Figure 1. Cell outlines without signal wires (run 1).
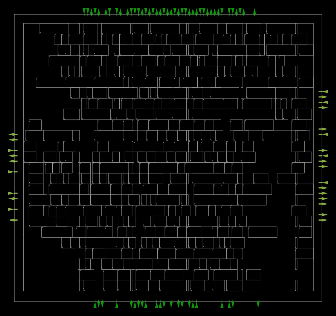
Figure 2. Routed clock nets over the placement (run 1).
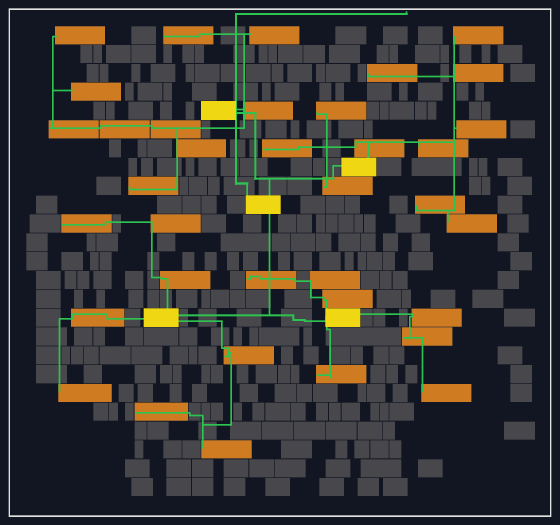
Figure 3. Metal 2 (run 1).
Bar = 20 µm.
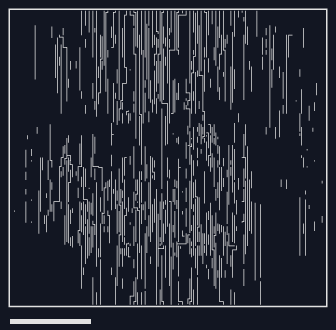
$ cat src/rtl/pc_sequencer.sv
// pc_sequencer: multicycle fetch/advance sequencer for the accumulator core.
// Owns the program counter, fetches one instruction over a req/ready
// handshake, presents it to execute for one DECODE cycle, then advances the
// PC by +1, +2 (skip taken) or loads a jump target once execute completes.
module pc_sequencer #(
    parameter int PC_W     = 16,
    parameter int INSTR_W  = 16,
    parameter int RESET_PC = 0
) (
    input  logic               CLK,
    input  logic               Reset,
    output logic               imem_req,
    output logic [PC_W-1:0]    imem_addr,
    input  logic               imem_ready,
    input  logic [INSTR_W-1:0] imem_rdata,
    output logic [INSTR_W-1:0] instr,
    output logic               instr_valid,
    input  logic               exec_done,
    input  logic               skip,
    input  logic               jump,
    input  logic [PC_W-1:0]    jump_target,
    input  logic               halt,
    output logic [PC_W-1:0]    pc,
    output logic               skipped,
    output logic               halted
);

    typedef enum logic [1:0] {
        S_FETCH  = 2'd0,
        S_DECODE = 2'd1,
        S_EXEC   = 2'd2,
        S_HALT   = 2'd3
    } state_t;

    state_t             state_q, state_d;
    logic [PC_W-1:0]    pc_q, pc_d;
    logic [INSTR_W-1:0] instr_q, instr_d;
    logic               req_q, req_d;
    logic               skipped_q, skipped_d;

    // State register: all sequencer state, reset overrides everything
    always_ff @(posedge CLK) begin
        if (Reset) begin
            state_q   <= S_FETCH;
            pc_q      <= PC_W'(RESET_PC);
            instr_q   <= '0;
            req_q     <= 1'b0;
            skipped_q <= 1'b0;
        end else begin
            state_q   <= state_d;
            pc_q      <= pc_d;
            instr_q   <= instr_d;
            req_q     <= req_d;
            skipped_q <= skipped_d;
        end
    end

    // Next-state logic: handshake, decode hand-off and PC resolution
    always_comb begin
        state_d   = state_q;
        pc_d      = pc_q;
        instr_d   = instr_q;
        req_d     = 1'b0;
        skipped_d = 1'b0;
        case (state_q)
            S_FETCH: begin
                // Request is registered, so it rises one cycle after entry;
                // ready only counts while the request is actually visible.
                req_d = 1'b1;
                if (req_q && imem_ready) begin
                    instr_d = imem_rdata;
                    req_d   = 1'b0;
                    state_d = S_DECODE;
                end
            end
            S_DECODE: begin
                state_d = S_EXEC;
            end
            S_EXEC: begin
                // Priority: halt > jump > skip > sequential
                if (exec_done) begin
                    if (halt) begin
                        state_d = S_HALT;
                    end else if (jump) begin
                        pc_d    = jump_target;
                        state_d = S_FETCH;
                    end else if (skip) begin
                        pc_d      = pc_q + PC_W'(2);
                        skipped_d = 1'b1;
                        state_d   = S_FETCH;
                    end else begin
                        pc_d    = pc_q + PC_W'(1);
                        state_d = S_FETCH;
                    end
                end
            end
            S_HALT: begin
                state_d = S_HALT;
            end
            default: begin
                state_d = S_FETCH;
            end
        endcase
    end

    // Output logic: registered handshake/pulses plus state-decoded flags
    always_comb begin
        imem_req    = req_q;
        imem_addr   = pc_q;
        instr       = instr_q;
        pc          = pc_q;
        skipped     = skipped_q;
        instr_valid = (state_q == S_DECODE);
        halted      = (state_q == S_HALT);
    end

endmodule

$ cat config.mk
export PLATFORM = sky130hd
export DESIGN_NAME = pc_sequencer
export DESIGN_NICKNAME = d
export VERILOG_FILES = /design/src/rtl/pc_sequencer.sv
export SDC_FILE = /design/constraint.sdc
export NUM_CORES = 1
export LEC_CHECK = 0
export CAP_MARGIN = 20
export CORE_AREA = 2 2 76 71
export CTS_CLUSTER_SIZE = 8
export DETAILED_ROUTE_END_ITERATION = 12
export DIE_AREA = 0 0 78 73
export PLACE_DENSITY = 0.77
export SLEW_MARGIN = 20
export SYNTH_ARGS = -nofsm -noshare
export SYNTH_HDL_FRONTEND = slang
export SYNTH_SLANG_ARGS = --single-unit
$ cat constraint.sdc
create_clock -name CLK -period 1.8 [get_ports CLK]
set_input_delay 0.36 -clock CLK [delete_from_list [all_inputs] [get_ports CLK]]
set_output_delay 0.36 -clock CLK [all_outputs]
set_load 0.03 [all_outputs]
==> GITHUB_STEP_SUMMARY, run 1 <==
### Metrics collected by this job

| Metric | Value |
|---|---|
| Yosys warning total | 0 |
| Max IR drop VDD | 407.7 µV |
| WP depth | 1 |
| Setup repair bufs after CTS | 0 |
| Routed Antenna Nets | 0 |
| Main logic family | simple AND/OR/NAND/NOR gates |
| First-pass GRT wire length | slightly above 9000 µm |
| Final setup viols | 0 |
| CTS tree | built |
| Yosys cell count | 258 |
| Post-synth top cells | nand2_1, dfxtp_1, a21oi_1 |
| Leading area contributor after synthesis | dfxtp_1 |
| Clkbuf count | 6 |
| CTS max path bufs | 2 |
| Quantity of I/O buffers inserted on ports | 90 |
| Vias/cell | around 5.3 |
| Synth Instances | around 260 |
| Layout-stage area growth over the synthesis result | 54.20% |
| NetSw | between 400 and 500 µW |
| NonClk Buf Share | between 30% and 40% |
| Clock Root Buffer | clkbuf_8 |
| ClkCell Share | ~3.5% |
| Iter 0 DRT Violations | between 100 and 150 |
| Reg area | between 700 and 800 µm² |
| Outcome | finished clean |
| Chip width | around 78 µm |
| Critical-path cell list | clkdlybuf4s50_1 |
| Logic pwr share | between 10% and 20% |
| CP bufs+invs | 1 |
| Mapped Nets | 299 |
| Post-place setup slack | -218.5 ps |
| Post-synth cell types | about 48 |
| DP Cell Count | ~400 |
| Max-area cell share | 35.84% |
| Boundary Pins | between 90 and 100 |
| GR Layer Usage met1 | 26.13% |
| Slowest CP cell | clkdlybuf4s50_1 |
| Top sig layer | met4 |
| Final hold slack | about 450 ps |
| CP required | between 1000 and 1500 ps |
| Sequential power | between 800 and 900 µW |
| Top cell excl fill/tap | clkdlybuf4s50_1 |
| Post-synth regs | 36 |
| Commonest flop | dfxtp_1 |
| WL met3 | 282 µm |
| Hold-fix buffer count after cts | 0 |
| Aoi/oai-family share of the synthesized area | a little over a fifth |
| Leakage | 1.371 nW |
| Crit path capture type | primary output |
| Final hold violation count | 0 |
| H-tree Lvls | 2 |
| Synth async-reset ratio | 0% |
| Mux area share | 2.738% |
| Met3 Usage GRT | around 4.3% |
| Biggest consumer | registers |
| Max stage delay on crit path | roughly 710 ps |
| Synth Seq Share | between 30% and 40% |
| Die Height | between 70 and 80 µm |
| Layout cells sized above 1 | 12.17% |
| Crit share post-route | between 90 and 100% |
| Placed inst area | approximately 3000 µm² |
| Reg2Reg Setup Slack | about 150 ps |
| Hold Path End | instr[13] |
| Pwr/cell area | around 600 nW/µm² |
| Tool Warnings | 26 |
| MI comb area | approximately 1100 µm² |
| Bufs w/o clock | between 100 and 150 |
| Initial antenna violation count | 0 |
| DRT met1 WL | approximately 2600 µm |
| Nonclk inv count | 4 |
| Init Core Util | between 40% and 50% |
| Syn_area_per_cell | between 7 and 8 µm² |
| Crit path max-delay family | buffers and inverters |
| PnR worst setup slack | around 7.3 ps |
| Avg WL per Cell | approximately 14 µm |
| R2R depth | 5 |
| Worst Path Arrival | 1430 ps |
| Sw frac | 25.80% |
| RR Endpoint | imem_addr[12] |
| Critical path launch point type | flip-flop |
| Crit path kind | reg -> out |
| DRC | 0 |
| Hold_sp | instr[13] |
| Fin util | between 60 and 70% |
| Mapped cell area | ~2000 µm² |
| Final instance area | about 3100 µm² |
| Relative slew slack | between 70% and 80% |
| Final Max Tran Viols | 0 |
| Hold path depth | 2 |
| Basic Gates by Area | between 20% and 30% |
| Grt peak-use layer | met2 |
| Via count | 2166 |
| Flip-flops | 36 |
| Total Power | between 1.5 and 2 mW |
| Worst setup endpoint | imem_addr[10] |
| GRT Overall Usage | 20.32% |
| Met2 routed wirelength | ~3000 µm |
-- Figure 1 (at the start) --
Site Rows: 25
core area: 5005 µm²
sequential share of cell area: 23.37%
Tapcells: 67
Final Non-Filler Cells: 412

-- Figure 2 (at the start) --
flip-flops -> orange  # count 36
clock-net drivers -> yellow  # count 5
clock wires -> green  # length 473 µm
flops lie = widely spread
routed clock nets = 6
clock skew: 7.630 ps
clock power share: 36.7%
Clk. pwr: 702 µW
Latency at later pin: 290 ps

-- Figure 3 (at the start) --
main direction = vertical
share of all routed wire = 50%
longest straight run = 28.4 µm
wire length on this layer = 2960 µm
GR Util met2: 35.44%
drt total wl: 5905 µm

Figure 4. Cell classes on the final placement (run 1).
Bar = 20 µm. Fill, decap, tap and diode cells in gray.
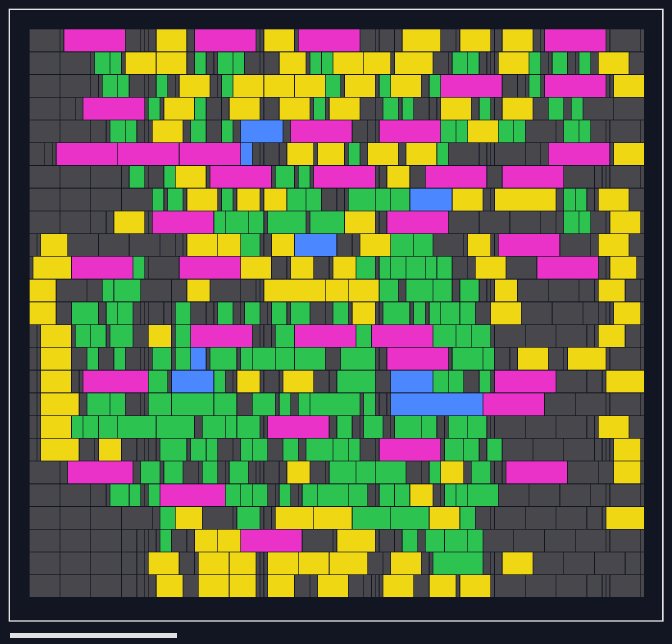

==> inputs of run 2 (changes only) <==
- RECOVER_POWER: not set -> 50
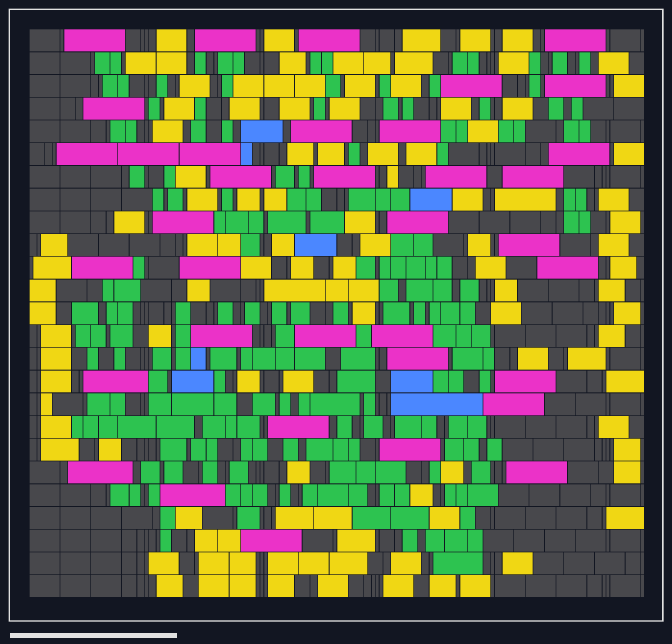
Figure 5: run 2, cell classes on the final placement.
Bar = 20 µm. Fill, decap, tap and diode cells in gray.
remaining logic cells -> green  # cells 189
clock drivers and dummy loads -> blue  # cells 8
registers -> magenta  # cells 36
remaining buffers and delay cells -> yellow  # cells 112
final instance area: 3088 µm²
sequential share of cell area: 23.46%

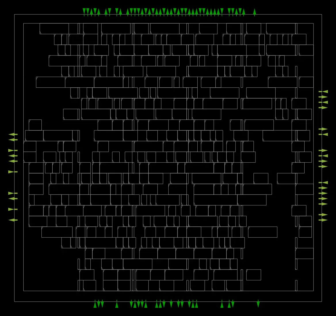
Figure 6: run 2, cell outlines without signal wires.
fin util: 61.70%
flip-flops: 36

==> run 2 against run 1 <==
  * Die area unchanged
  * Synthesized cell count unchanged
  * Register-to-register slack about the same
  * Core utilization down 0.25 points
  * Highest routed layer unchanged
  * Largest power group unchanged
  * Routed wire length down 0.19%
==> GITHUB_STEP_SUMMARY, run 2 <==
### Metrics collected by this job

| Metric | Value |
|---|---|
| Fin nets | between 300 and 400 |
| Nonclk inv count | 4 (unchanged) |
| Final hold slack | 453.7 ps (+0.02600 ps) |
| Mux area share | 2.738% (unchanged) |
| PnR worst setup slack | 1.434 ps (-5.868 ps) |
| Yosys stat chip area | 2011 µm² |
| Hold Path End | instr[11] |
| Post-synth cell types | 48 (unchanged) |
| DRT met1 WL | 2593 µm (-1.1%) |
| Yosys warning total | 0 (unchanged) |
| Sequential power | 846 µW (about the same) |
| Worst setup endpoint | imem_addr[10] |
| Final hold violation count | 0 (unchanged) |
| Reg area | 724.4 µm² (unchanged) |
| Sw frac | 25.86% (+0.061 points) |
| NetSw | 494.6 µW (+0.15%) |
| Crit path max-delay family | buffers and inverters |
| Clock power share | 36.8% (about the same) |
| Pin count of the biggest net entering global routing | 23 |
| Quantity of I/O buffers inserted on ports | 90 (unchanged) |
| Outcome | finished clean |
| GR Layer Usage met1 | 26.13% (unchanged) |
| Clock skew | 7.470 ps (-0.1599 ps) |
| Synth Instances | 258 (unchanged) |
| Post-synth EDFFs | 0 |
| Logic pwr share | 19.0% (about the same) |
| Vias/cell | 5.221 (-0.69%) |
| Max-area cell share | 35.84% (unchanged) |
| Relative slew slack | 51.81% (-21 points) |
| Top sig layer | met4 |
| Clock Root Buffer | clkbuf_8 |
| Aoi/oai-family share of the synthesized area | 21.66% (unchanged) |
| Total gr overflow | 0 |
| Tool Warnings | 26 (unchanged) |
| Placed inst area | 2978 µm² (unchanged) |
| Syn_area_per_cell | 7.793 µm² (unchanged) |
| Total Power | 1.912 mW (about the same) |
| DR pass1 iterations | 4 |
| Most frequent cells in the layout | clkdlybuf4s50_1, nand2_1, dfxtp_1 |
| Post-place setup slack | -218.5 ps (unchanged) |
| Commonest flop | dfxtp_1 |
| Synth Seq Share | 35.84% (unchanged) |
| Pint | ~1.4 mW |
| Routed Antenna Nets | 0 (unchanged) |
| Clk sinks | 36 |
| Met3 Usage GRT | 4.332% (unchanged) |
| Min-delay worst type | reg -> reg |
| Leading area contributor after synthesis | dfxtp_1 |
| Initial antenna violation count | 0 (unchanged) |
| Iter 0 DRT Violations | 148 (+7.2%) |
| Mapped Nets | 299 (unchanged) |
| Xor/xnor share | 0% |
| Max stage delay on crit path | 710 ps (about the same) |
| Setup repair bufs after CTS | 0 (unchanged) |
| Tapcells | 67 (unchanged) |
| Final Max Tran Viols | 0 (unchanged) |
| R2R depth | 5 (unchanged) |
| DRC | 0 (unchanged) |
| Hold path depth | 2 (unchanged) |
| DP Cell Count | 404 (unchanged) |
| Least-Margin Pin Slew | around 720 ps |
| Area-dominant class | buffers |
| Via count | 2151 (-0.69%) |
| Filler instances | 464 |
| Core area | 5005 µm² (unchanged) |
| Grt peak-use layer | met2 |
| WL met3 | 305 µm (+8.2%) |
| Reg2Reg Setup Slack | 140 ps (about the same) |
| GRT Overall Usage | 20.32% (unchanged) |
| Avg WL per Cell | 14.31 µm (-0.19%) |
| N_diodes | 0 |
| Top area cell types | dfxtp_1, nand2_1, a21oi_1 |
| CP required | 1440 ps (about the same) |
| ClkCell Share | 3.485% (+0.014 points) |
| Post-synth regs | 36 (unchanged) |
| Yosys cell count | 258 (unchanged) |
| Layout cells sized above 1 | 11.88% (-0.29 points) |
| H-tree Lvls | 2 (unchanged) |
| Count leader, synth | nand2_1 |
| Worst R2R Start | imem_addr[1] |
| Mapped cell area | 2011 µm² (unchanged) |
| Hold-fix buffer count after cts | 0 (unchanged) |
| Min cycle time layout | ~1800 ps |
| Site Rows | 25 (unchanged) |
| CTS buffer count | 5 |
| Vias in the first global route | 1942 |
| Final setup viols | 0 (unchanged) |
| Crit path kind | reg -> out |
| CTS tree | built |
| Die area | approximately 5700 µm² |
| Critical path launch point type | flip-flop |
| NonClk Buf Share | 35.13% (-0.26 points) |
| Post-synth top cells | nand2_1, dfxtp_1, a21oi_1 |
| Crit path capture type | primary output |
| First-pass GRT wire length | 9211 µm (unchanged) |
| Synth async-reset ratio | 0% (unchanged) |
| Slowest CP cell | clkdlybuf4s50_1 |
| Hpwl dp | between 4000 and 5000 µm |
| Fmax achieved | roughly 560 MHz |
| CP startpoint | imem_addr[10] |
| Worst Path Arrival | 1440 ps (about the same) |
| Crit share post-route | 99.92% (+0.33 points) |
| Yosys adder share | 1.245% |
| TNS Setup | 0 ps |
| Biggest consumer | registers |
| Final Non-Filler Cells | 412 (unchanged) |
| GR Util met2 | 35.44% (unchanged) |
| Critical-path cell list | clkdlybuf4s50_1 |
| Post-cts resize count | 19 |
| Hold_sp | instr[11] |
| Comb pwr | 363 µW |
| Main logic family | simple AND/OR/NAND/NOR gates |
| Top cell excl fill/tap | clkdlybuf4s50_1 |
| WP depth | 1 (unchanged) |
| Multi-input gates | 185 |
| Leakage | 1.347 nW (-1.7%) |
| Bufs w/o clock | 112 (unchanged) |
| Met2 routed wirelength | 2971 µm (+0.24%) |
| Max-cap violations | 0 |
| Drt total wl | 5894 µm (-0.19%) |
| RR Endpoint | imem_addr[12] |
| CTS max path bufs | 2 (unchanged) |
| Init Core Util | 40.17% (unchanged) |
| Clkbuf count | 6 (unchanged) |
| Clk pin slew, worst setup/hold paths | roughly 70 ps |
| Latency at later pin | 290 ps (about the same) |
| Boundary Pins | 91 (unchanged) |
| MI comb area | 1072 µm² (unchanged) |
| Comb area share | about a third |
| Basic Gates by Area | 27.32% (unchanged) |
| Sequential Power Share | around 44% |
| Layout-stage area growth over the synthesis result | 53.58% |
| Pwr/cell area | 619.3 nW/µm² (+0.32%) |
| CP bufs+invs | 1 (unchanged) |
| RePlAce Congestion | about 0.84 |
| Clk. pwr | 703 µW (about the same) |
| CP Max Fanout | 5 |
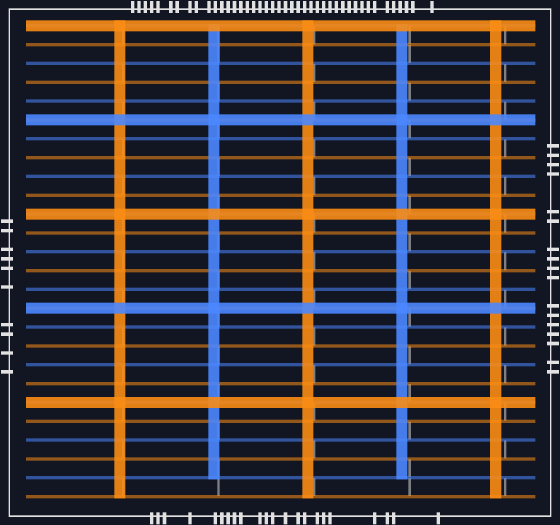
Figure 7: run 2, power grid.
Pins as bars on the die edge. Tap cells in gray.
VDD -> blue
VSS -> orange
signal pins = 91
met5 straps = 5
Die Height: 73 µm
chip width: 78 µm
Max IR drop VDD: 406.5 µV

==> inputs of run 3 (changes only) <==
- SKIP_LAST_GASP: not set -> 1
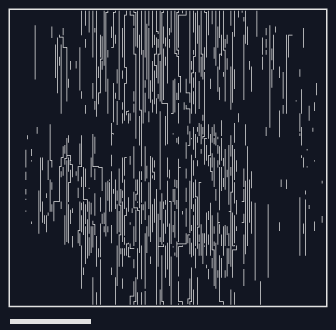
Figure 8: run 3, metal 2.
Bar = 20 µm.
longest straight run = 28.4 µm
wire length on this layer = 2970 µm
nets with wire on the layer = 331
share of all routed wire = 50%
via count: 2151
drt total wl: 5894 µm

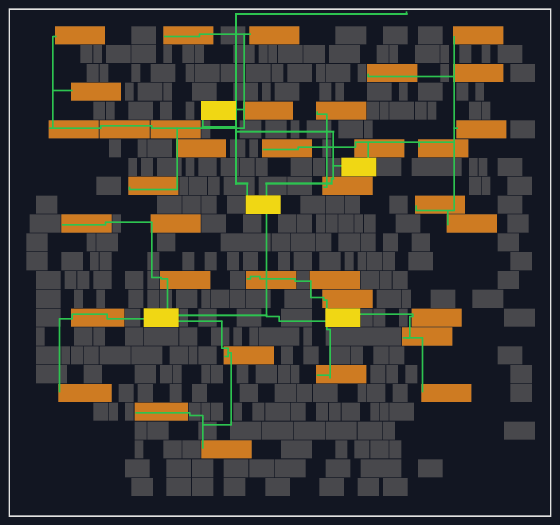
Figure 9: run 3, routed clock nets over the placement.
flip-flops -> orange  # count 36
clock wires -> green  # length 481 µm
clock-net drivers -> yellow  # count 5
flops lie = widely spread
Clk. pwr: 703 µW
clock power share: 36.8%

==> run 3 against run 2 <==
  * Final cell count is the same
  * Flip-flop count is the same
  * Core utilization is the same
  * Clock-buffer cell count is the same
  * Critical path type unchanged
  * Largest power group unchanged
==> GITHUB_STEP_SUMMARY, run 3 <==
### Metrics collected by this job

| Metric | Value |
|---|---|
| Outcome | finished clean |
| R2R depth | 5 (unchanged) |
| Relative slew slack | 51.81% (unchanged) |
| Yosys cell count | 258 (unchanged) |
| DP Cell Count | 404 (unchanged) |
| Yosys adder share | 1.245% (unchanged) |
| Met3 Usage GRT | 4.332% (unchanged) |
| Total gr overflow | 0 (unchanged) |
| Hold Path End | instr[11] |
| Max stage delay on crit path | 710 ps (about the same) |
| Clock Root Buffer | clkbuf_8 |
| Latency at later pin | 290 ps (about the same) |
| Final Max Tran Viols | 0 (unchanged) |
| NetSw | 494.6 µW (unchanged) |
| TNS Setup | 0 ps (unchanged) |
| Reg area | 724.4 µm² (unchanged) |
| Die Height | 73 µm (unchanged) |
| Core area | 5005 µm² (unchanged) |
| Setup repair bufs after CTS | 0 (unchanged) |
| Vias in the first global route | 1942 (unchanged) |
| Clock skew | 7.470 ps (unchanged) |
| Final Non-Filler Cells | 412 (unchanged) |
| GR Layer Usage met1 | 26.13% (unchanged) |
| Routed Antenna Nets | 0 (unchanged) |
| CP required | 1440 ps (about the same) |
| Fin nets | 385 (unchanged) |
| MI comb area | 1072 µm² (unchanged) |
| CTS buffer count | 5 (unchanged) |
| Hpwl dp | 4316 µm (unchanged) |
| Pwr/cell area | 619.3 nW/µm² (unchanged) |
| Initial antenna violation count | 0 (unchanged) |
| Comb area share | 34.72% (unchanged) |
| DRT met1 WL | 2593 µm (unchanged) |
| Sequential share of cell area | 23.46% (unchanged) |
| RR Endpoint | imem_addr[12] |
| Max-cap violations | 0 (unchanged) |
| Final hold violation count | 0 (unchanged) |
| H-tree Lvls | 2 (unchanged) |
| Count leader, synth | nand2_1 |
| Reg2Reg Setup Slack | 140 ps (about the same) |
| Fin util | 61.70% (unchanged) |
| Synth Seq Share | 35.84% (unchanged) |
| Layout-stage area growth over the synthesis result | 53.58% (unchanged) |
| Layout cells sized above 1 | 11.88% (unchanged) |
| Min cycle time layout | 1799 ps (unchanged) |
| Post-place setup slack | -218.5 ps (unchanged) |
| Syn_area_per_cell | 7.793 µm² (unchanged) |
| Iter 0 DRT Violations | 148 (unchanged) |
| Area-dominant class | buffers |
| Pin count of the biggest net entering global routing | 23 (unchanged) |
| Crit path kind | reg -> out |
| Sw frac | 25.86% (unchanged) |
| RePlAce Congestion | 0.8368 (unchanged) |
| Sequential Power Share | 44.3% (about the same) |
| Clkbuf count | 6 (unchanged) |
| Sequential power | 846 µW (about the same) |
| CTS tree | built |
| GR Util met2 | 35.44% (unchanged) |
| Bufs w/o clock | 112 (unchanged) |
| Mapped cell area | 2011 µm² (unchanged) |
| CP startpoint | imem_addr[10] |
| Flip-flops | 36 (unchanged) |
| Placed inst area | 2978 µm² (unchanged) |
| Vias/cell | 5.221 (unchanged) |
| Tapcells | 67 (unchanged) |
| Tool Warnings | 26 (unchanged) |
| Post-synth EDFFs | 0 (unchanged) |
| DR pass1 iterations | 4 (unchanged) |
| Top cell excl fill/tap | clkdlybuf4s50_1 |
| Main logic family | simple AND/OR/NAND/NOR gates |
| Min-delay worst type | reg -> reg |
| PnR worst setup slack | 1.434 ps (unchanged) |
| Hold-fix buffer count after cts | 0 (unchanged) |
| Post-synth cell types | 48 (unchanged) |
| Clk pin slew, worst setup/hold paths | 70 ps (about the same) |
| Worst Path Arrival | 1440 ps (about the same) |
| Max IR drop VDD | 406.5 µV (unchanged) |
| WP depth | 1 (unchanged) |
| Worst R2R Start | imem_addr[1] |
| GRT Overall Usage | 20.32% (unchanged) |
| Crit share post-route | 99.92% (unchanged) |
| Final setup viols | 0 (unchanged) |
| N_diodes | 0 (unchanged) |
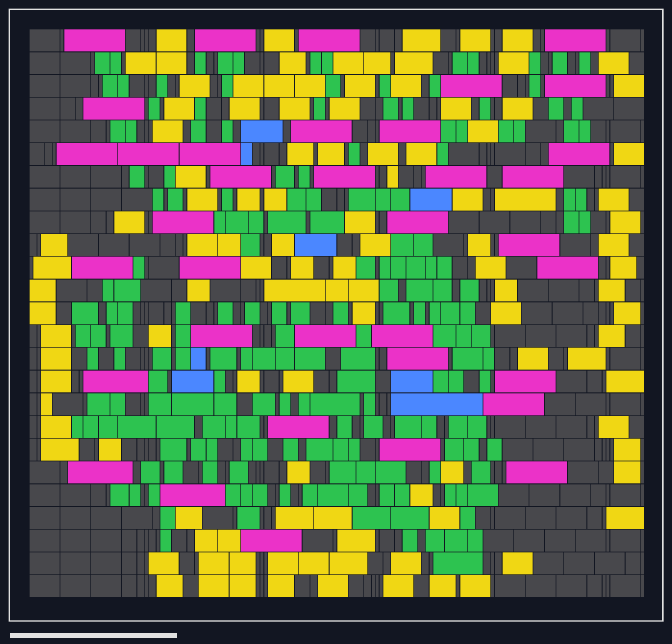
Figure 10: run 3, cell classes on the final placement.
Bar = 20 µm. Fill, decap, tap and diode cells in gray.
remaining logic cells -> green  # cells 189
clock drivers and dummy loads -> blue  # cells 8
registers -> magenta  # cells 36
remaining buffers and delay cells -> yellow  # cells 112

Power and IR drop assume default switching activity.
